--- config.mk ---
export PLATFORM = sky130hd
export DESIGN_NAME = gestor_int_vect_flat
export DESIGN_NICKNAME = d
export VERILOG_FILES = /design/src/rtl/gestor_int_vect_if.sv /design/src/rtl/gestor_int_vect.sv /design/src/flat_wrapper.sv
export SDC_FILE = /design/constraint.sdc
export NUM_CORES = 1
export LEC_CHECK = 0
export CAP_MARGIN = 20
export CORE_AREA = 10 10 56 58
export DETAILED_ROUTE_END_ITERATION = 8
export DIE_AREA = 0 0 66 68
export DONT_BUFFER_PORTS = 1
export RECOVER_POWER = 100
export SLEW_MARGIN = 40
export SYNTH_ARGS = -nofsm -noshare
export SYNTH_HDL_FRONTEND = slang
export SYNTH_SLANG_ARGS = --single-unit
--- constraint.sdc ---
create_clock -name clk -period 2.7 [get_ports clk]
set_input_delay 0.27 -clock clk [delete_from_list [all_inputs] [get_ports clk]]
set_output_delay 0.27 -clock clk [all_outputs]
set_load 0.02 [all_outputs]
--- src/rtl/gestor_int_vect_if.sv ---
// Bus between the vectored interrupt controller and the CPU control unit / PC muxes.
// The slave modport is the controller side; the master modport is the CPU side.
interface gestor_int_vect_if #(
  parameter int NCH = 4,
  parameter int PCW = 10
);
  localparam int CW = (NCH > 1) ? $clog2(NCH) : 1;

  logic [NCH-1:0] irq;
  logic           mask_we;
  logic [NCH-1:0] mask_d;
  logic           gie_we;
  logic           gie_d;
  logic           fin_int;
  logic           int_to_uc;
  logic [PCW-1:0] vector;
  logic [CW-1:0]  cur_ch;
  logic [NCH-1:0] pending;
  logic [NCH-1:0] in_service;

  modport master (
    output irq, mask_we, mask_d, gie_we, gie_d, fin_int,
    input  int_to_uc, vector, cur_ch, pending, in_service
  );

  modport slave (
    input  irq, mask_we, mask_d, gie_we, gie_d, fin_int,
    output int_to_uc, vector, cur_ch, pending, in_service
  );
endinterface

--- src/rtl/gestor_int_vect.sv ---
// Vectored interrupt controller: edge-detected pending latches, mask/global enable,
// fixed priority (channel 0 highest). Define GESTOR_INT_NEST_EN to allow priority nesting.
module gestor_int_vect #(
  parameter int             NCH     = 4,
  parameter int             PCW     = 10,
  parameter logic [PCW-1:0] VBASE   = 10'h300,
  parameter int             VSTRIDE = 16
) (
  input logic              clk,
  input logic              reset,
  gestor_int_vect_if.slave bus
);
  localparam int CW = (NCH > 1) ? $clog2(NCH) : 1;

  logic [NCH-1:0] irq_q, pend_q, isr_q, mask_q;
  logic           gie_q, int_q;
  logic [PCW-1:0] vec_q;
  logic [CW-1:0]  ch_q;

  logic [NCH-1:0] events, elig, win_oh, pend_d, isr_d;
  logic [CW-1:0]  win, isr_low;
  logic           win_any, isr_any, isr_ok, dispatch;

  // Handler address wraps modulo 2^PCW.
  function automatic logic [PCW-1:0] vec_of(input logic [CW-1:0] ch);
    logic [31:0] sum;
    sum = 32'(VBASE) + 32'(ch) * 32'(VSTRIDE);
    return sum[PCW-1:0];
  endfunction

  always_comb begin
    events  = bus.irq & ~irq_q;
    elig    = gie_q ? (pend_q & mask_q) : '0;
    win     = '0;
    win_any = 1'b0;
    for (int i = NCH - 1; i >= 0; i--) begin
      if (elig[i]) begin
        win     = CW'(i);
        win_any = 1'b1;
      end
    end
    isr_low = '0;
    isr_any = 1'b0;
    for (int i = NCH - 1; i >= 0; i--) begin
      if (isr_q[i]) begin
        isr_low = CW'(i);
        isr_any = 1'b1;
      end
    end
`ifdef GESTOR_INT_NEST_EN
    isr_ok = !isr_any || (win < isr_low);
`else
    isr_ok = !isr_any;
`endif
    dispatch = win_any && !int_q && !bus.fin_int && isr_ok;
    win_oh   = dispatch ? (NCH'(1) << win) : '0;
    // A same-cycle event on the winner re-arms its pending bit.
    pend_d   = (pend_q & ~win_oh) | events;
    isr_d    = bus.fin_int ? (isr_q & (isr_q - NCH'(1))) : isr_q;
    isr_d    = isr_d | win_oh;
  end

  // Registered state and outputs
  always_ff @(posedge clk or negedge reset) begin
    if (!reset) begin
      irq_q  <= '0;
      pend_q <= '0;
      isr_q  <= '0;
      mask_q <= '1;
      gie_q  <= 1'b1;
      int_q  <= 1'b0;
      vec_q  <= '0;
      ch_q   <= '0;
    end else begin
      irq_q  <= bus.irq;
      pend_q <= pend_d;
      isr_q  <= isr_d;
      int_q  <= dispatch;
      if (dispatch) begin
        ch_q  <= win;
        vec_q <= vec_of(win);
      end
      if (bus.mask_we) mask_q <= bus.mask_d;
      if (bus.gie_we)  gie_q  <= bus.gie_d;
    end
  end

  assign bus.int_to_uc  = int_q;
  assign bus.vector     = vec_q;
  assign bus.cur_ch     = ch_q;
  assign bus.pending    = pend_q;
  assign bus.in_service = isr_q;
endmodule

--- src/flat_wrapper.sv ---
// flat-port wrapper written by rule: the top's interface ports become plain ports
module gestor_int_vect_flat 
#(
  parameter int             NCH     = 4,
  parameter int             PCW     = 10,
  parameter logic [PCW-1:0] VBASE   = 10'h300,
  parameter int             VSTRIDE = 16
)
  (clk, reset, bus_irq, bus_mask_we, bus_mask_d, bus_gie_we, bus_gie_d, bus_fin_int, bus_int_to_uc, bus_vector, bus_cur_ch, bus_pending, bus_in_service);
  gestor_int_vect_if #(.NCH(NCH), .PCW(PCW)) bus_i ();
  input logic clk;
  input logic reset;
  input wire logic [$bits(bus_i.irq)-1:0] bus_irq;
  input wire logic [$bits(bus_i.mask_we)-1:0] bus_mask_we;
  input wire logic [$bits(bus_i.mask_d)-1:0] bus_mask_d;
  input wire logic [$bits(bus_i.gie_we)-1:0] bus_gie_we;
  input wire logic [$bits(bus_i.gie_d)-1:0] bus_gie_d;
  input wire logic [$bits(bus_i.fin_int)-1:0] bus_fin_int;
  output wire logic [$bits(bus_i.int_to_uc)-1:0] bus_int_to_uc;
  output wire logic [$bits(bus_i.vector)-1:0] bus_vector;
  output wire logic [$bits(bus_i.cur_ch)-1:0] bus_cur_ch;
  output wire logic [$bits(bus_i.pending)-1:0] bus_pending;
  output wire logic [$bits(bus_i.in_service)-1:0] bus_in_service;
  assign bus_i.irq = bus_irq;
  assign bus_i.mask_we = bus_mask_we;
  assign bus_i.mask_d = bus_mask_d;
  assign bus_i.gie_we = bus_gie_we;
  assign bus_i.gie_d = bus_gie_d;
  assign bus_i.fin_int = bus_fin_int;
  assign bus_int_to_uc = bus_i.int_to_uc;
  assign bus_vector = bus_i.vector;
  assign bus_cur_ch = bus_i.cur_ch;
  assign bus_pending = bus_i.pending;
  assign bus_in_service = bus_i.in_service;
  gestor_int_vect #(.NCH(NCH), .PCW(PCW), .VBASE(VBASE), .VSTRIDE(VSTRIDE)) u_core (.clk(clk), .reset(reset), .bus(bus_i));
endmodule
==> impl_metrics.yaml, run 1 <==
# synthesis and place-and-route metrics
route:
  drc: 0
  firstDrtPassIters: 4
  drt_wl_total_mm: 1.73
  routed-wl-met2_um: 797
  avgRoutedWirePerCell_um: 15.3
  num_vias: 544
synth:
  ys_ff: 21
  async_reset_ff_frac: 1.00
  top_cell_area_share: 0.440
  synthCells: 80
  topCellsByArea: "dfrtp_1, dfstp_2, buf_4"
  synth.avg_cell_area_um2: 11.4
  synth_adder_area_share: 0
  synth.most_common_cell: "dfrtp_1"
  synthFlopType: "dfrtp_1"
  ys_warn_count: 0
  yosys_area_um2: 911
pwr:
  vdd_ir_drop_max_mv: 0.443
  total_power_uw: 738
  switching_share: 0.356
  p_leak_uw: 0.000451
  pwr-share-clk: 0.193
  p_switching_uw: 263
final_timing:
  setup_viol: 0
  period_used_share: 0.663
  slew_headroom: 0.301
  final_hold_viol_count: 0
  slew_violations: 0
  worst_pin_slew_ns: 1.05
grt:
  grt_pass1_wl_mm: 2.92
  met1_usage: 0.0905
  grt_pass1_vias: 566
  overflow: 0
  grt_max_degree: 22
cells_and_area:
  seq_area_um2: 532
  seq_cell_count: 21
  fin_util: 0.451
  lay_top_count: "dfrtp_1"
  n_all_inverters: 6
  nets: 100
  nNonClkBuffers: 6
  clk_share: 0.0277
  comb_share: 0.295
  final_area_um2: 950
  final_cell_mix: "dfrtp_1, nand2_1, inv_1, conb_1"
flow_run:
  openroad.warnings: 26
hold_path:
  holdPathStages: 1
  hold_path_class: "in -> reg"
  hold_path_end: "u_core.bus.in_service[0]"
  min_from: "bus_fin_int"
floorplanning:
  pin_count: 35
  core_um2: 2110
  dieArea_um2: 4490
worst_setup_path:
  cp-end-kind: "register"
  path_class: "reg -> reg"
  crit_buf_inv: 0
  path_depth: 4
  arrival_ns: 1.98
  crit_chain: "nor3_1 -> and4b_1 -> o21ai_0 -> mux2_4"
  path_delay_family: "simple AND/OR/NAND/NOR gates"
  slowest_stage: "dfrtp_1"
  crit_required_ns: 2.89
  rr_endpoint: "u_core.bus.cur_ch[0]"
place:
  hpwl_mm: 1.38
  io_buffers: 0
  dp_cells: 103
  place_area_um2: 886
  dpl_worst_slack_ns: 1.06
status:
  status: "finished clean"
clocking:
  clkSlewWorstSetupHoldPaths_ns: 0.10
  clock_sinks: 21
  htree_levels: 1
  cts_root_buffer: "clkbuf_4"
  cts.repair.resized: 0
-- run 1: logic make-up after synthesis --
kind of cell / Yosys count
buf+inv: 16
flops: 21
simple gates: 24
compound gates: 12
other cells: 1
mux: 6
-- run 1: sequential cells by signal, summed over array words and instances (netlist names) --
name / cells
u_core.bus.vector: 2
u_core.bus.in_service: 4
u_core.gie_q: 1
u_core.bus.int_to_uc: 1
u_core.bus.pending: 4
u_core.mask_q: 4
u_core.bus.cur_ch: 1
u_core.irq_q: 4
-- run 1: power groups by stage --
stage          registers, uW  logic (uW)  clock network (uW)
2_1_floorplan            457         153                   0
3_3_place_gp             496         111                   0
3_5_place_dp             496         112                   0
4_1_cts                  490         125                 150
5_1_grt                  494         131                 171
6_report                 482         114                 142
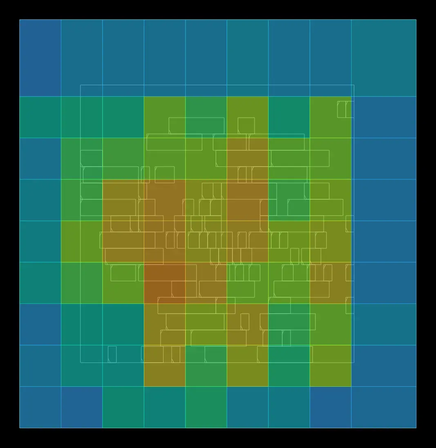
*Congestion heat map, run 1*
met3 Track Usage GR: 0.0653
busiest grt layer: met2
GR Util All Layers: 0.0854

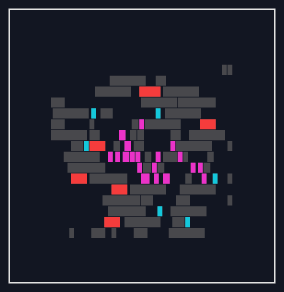
*Selected gate families, run 1*
Drawn at 4 px/um.
Key: cyan = inv cells [cells 6]; magenta = nand cells [cells 19, where centre]; red = mux cells [cells 6]

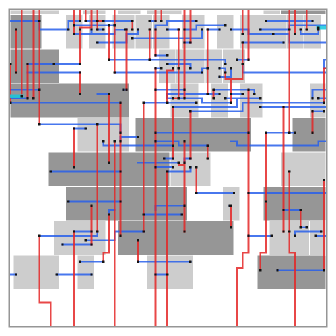
*A small window of the routed layout, run 1*
Region (20, 8) to (45, 33) um. Cells in grey, sequential cells in the stronger grey; small squares are vias.
Key: red = metal 2; cyan = metal 3; blue = metal 1
Sequential cells in the window: 7. Netlist names of flops here include u_core.mask_q (3), u_core.bus.pending (2), u_core.irq_q (2). 35 logic cells have their middle in the window. Most frequent: nand2_1 (9), dfrtp_1 (4).

### Sequential cells grouped by signal name, run 1

Drawn at 4 px/um.
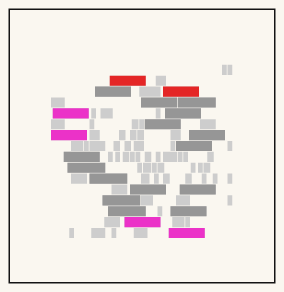

==> run 2: changes to the inputs <==
==> constraint.sdc (replaced) <==
create_clock -name clk -period 1.8 [get_ports clk]
set_input_delay 0.18 -clock clk [delete_from_list [all_inputs] [get_ports clk]]
set_output_delay 0.18 -clock clk [all_outputs]
set_load 0.02 [all_outputs]
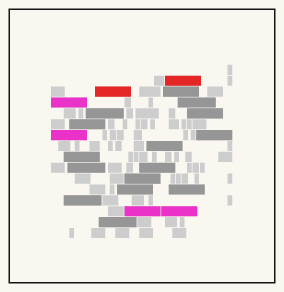
*Sequential cells grouped by signal name, run 2*
Drawn at 4 px/um.
Key: red = u_core.bus.vector [flops 2]; magenta = u_core.irq_q [flops 4]
Another 15 sequential cells are not coloured.
Power Sequential: 710 uW
FF/Latch Area: 532 um2

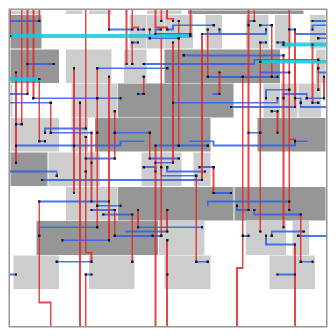
*A small window of the routed layout, run 2*
Region (20, 8) to (45, 33) um. Cells in grey, sequential cells in the stronger grey; small squares are vias.
Key: red = metal 2; blue = metal 1; cyan = metal 3
34 logic cells have their middle in the window. Sequential cells in the window: 7. Netlist names of flops here include u_core.bus.in_service (2), u_core.bus.pending (2), u_core.irq_q (2). Most frequent: dlygate4sd3_1 (7), nand2_1 (6), dfrtp_1 (6).

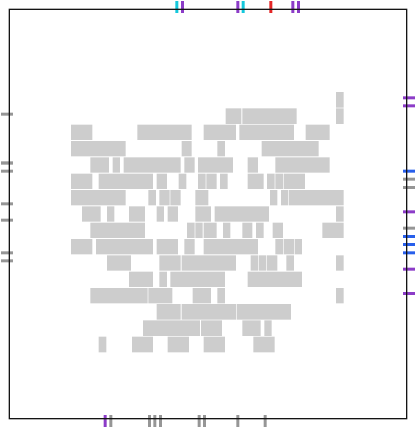
*Pin map, run 2*
Drawn at 6 px/um. Pins as bars across the die edge, other pins in grey.
Key: red = bus_int_to_uc [pins 1, direction output, edge north]; blue = bus_in_service [pins 4, direction output, edge east]; cyan = bus_cur_ch [pins 2, direction output, edge north]; purple = bus_vector [pins 10, direction output, edge 5 east, 4 north, 1 south]
All pins by edge: 12 east, 9 south, 7 north, 7 west.

==> run 2 against run 1 <==
Via count is 5.9% higher. Clock skew hardly changed. Die area stayed put. Largest power group unchanged. Largest cell class unchanged. Routed wire length is 7.6% higher. Clock power is 56% higher. Critical path depth stayed put. Critical path type unchanged. First-iteration DRC count is 21% lower.
==> impl_metrics.yaml, run 2 <==
# synthesis and place-and-route metrics
floorplanning:
  core_um2: 2110
  pin_count: 35
pwr:
  vdd_ir_drop_max_mv: 0.613
  switching_share: 0.367
  pwr-share-clk: 0.193
  powerComb_uw: 216
  total_power_uw: 1150
clocking:
  clock_sinks: 21
  cts.repair.resized: 0
  htree_levels: 1
  clkSlewWorstSetupHoldPaths_ns: 0.11
  cts_root_buffer: "clkbuf_4"
hold_path:
  hold_path_end: "u_core.gie_q"
  hold_path_class: "in -> reg"
synth:
  ys_warn_count: 0
  ys_ff: 21
  yosys_area_um2: 911
  synth.avg_cell_area_um2: 11.4
  synthFlopType: "dfrtp_1"
  topCellsByArea: "dfrtp_1, dfstp_2, buf_4"
cells_and_area:
  nets: 108
  final_cell_mix: "dfrtp_1, nand2_1, dlygate4sd3_1, inv_1, conb_1"
  final_area_um2: 1030
  lay_top_count: "dfrtp_1"
  fin_util: 0.489
grt:
  grt_use_total: 0.0826
  grt_pass1_vias: 565
  overflow: 0
  grt_pass1_wl_mm: 2.76
  grtUsageMet3: 0.0522
  grt_max_degree: 22
final_timing:
  final_hold_viol_count: 0
  setup_viol: 0
  worst_pin_slew_ns: 1.08
route:
  drc: 0
  firstDrtPassIters: 5
  drt_wl_total_mm: 1.86
status:
  status: "finished clean"
worst_setup_path:
  path_class: "reg -> reg"
  rr_endpoint: "u_core.bus.pending[3]"
[run 2: area by class of cell]
type | instances | area, um2 | share of cell area
Clock buffer | 3 | 22.5 | 0.0219
Clock inverter | 1 | 5.00 | 0.00486
Inverter | 6 | 22.5 | 0.0219
Multi-Input combinational cell | 48 | 292 | 0.283
Sequential cell | 21 | 532 | 0.516
Tap cell | 28 | 35.0 | 0.0340
Timing Repair Buffer | 14 | 121 | 0.118
[run 2: worst max-delay path: stages (launching register included)]
cell and delay (ns):
dfrtp_1 0.49, nor3_1 0.22, and4b_1 0.46, nand3_1 0.21, a22o_1 0.22
[run 2: layer usage]
metal / share of wire / wire [um]
met5: 0 / 0
met4: 0.0086 / 16
met3: 0.12 / 227
met2: 0.46 / 860
met1: 0.41 / 753
Power and IR drop assume default switching activity.
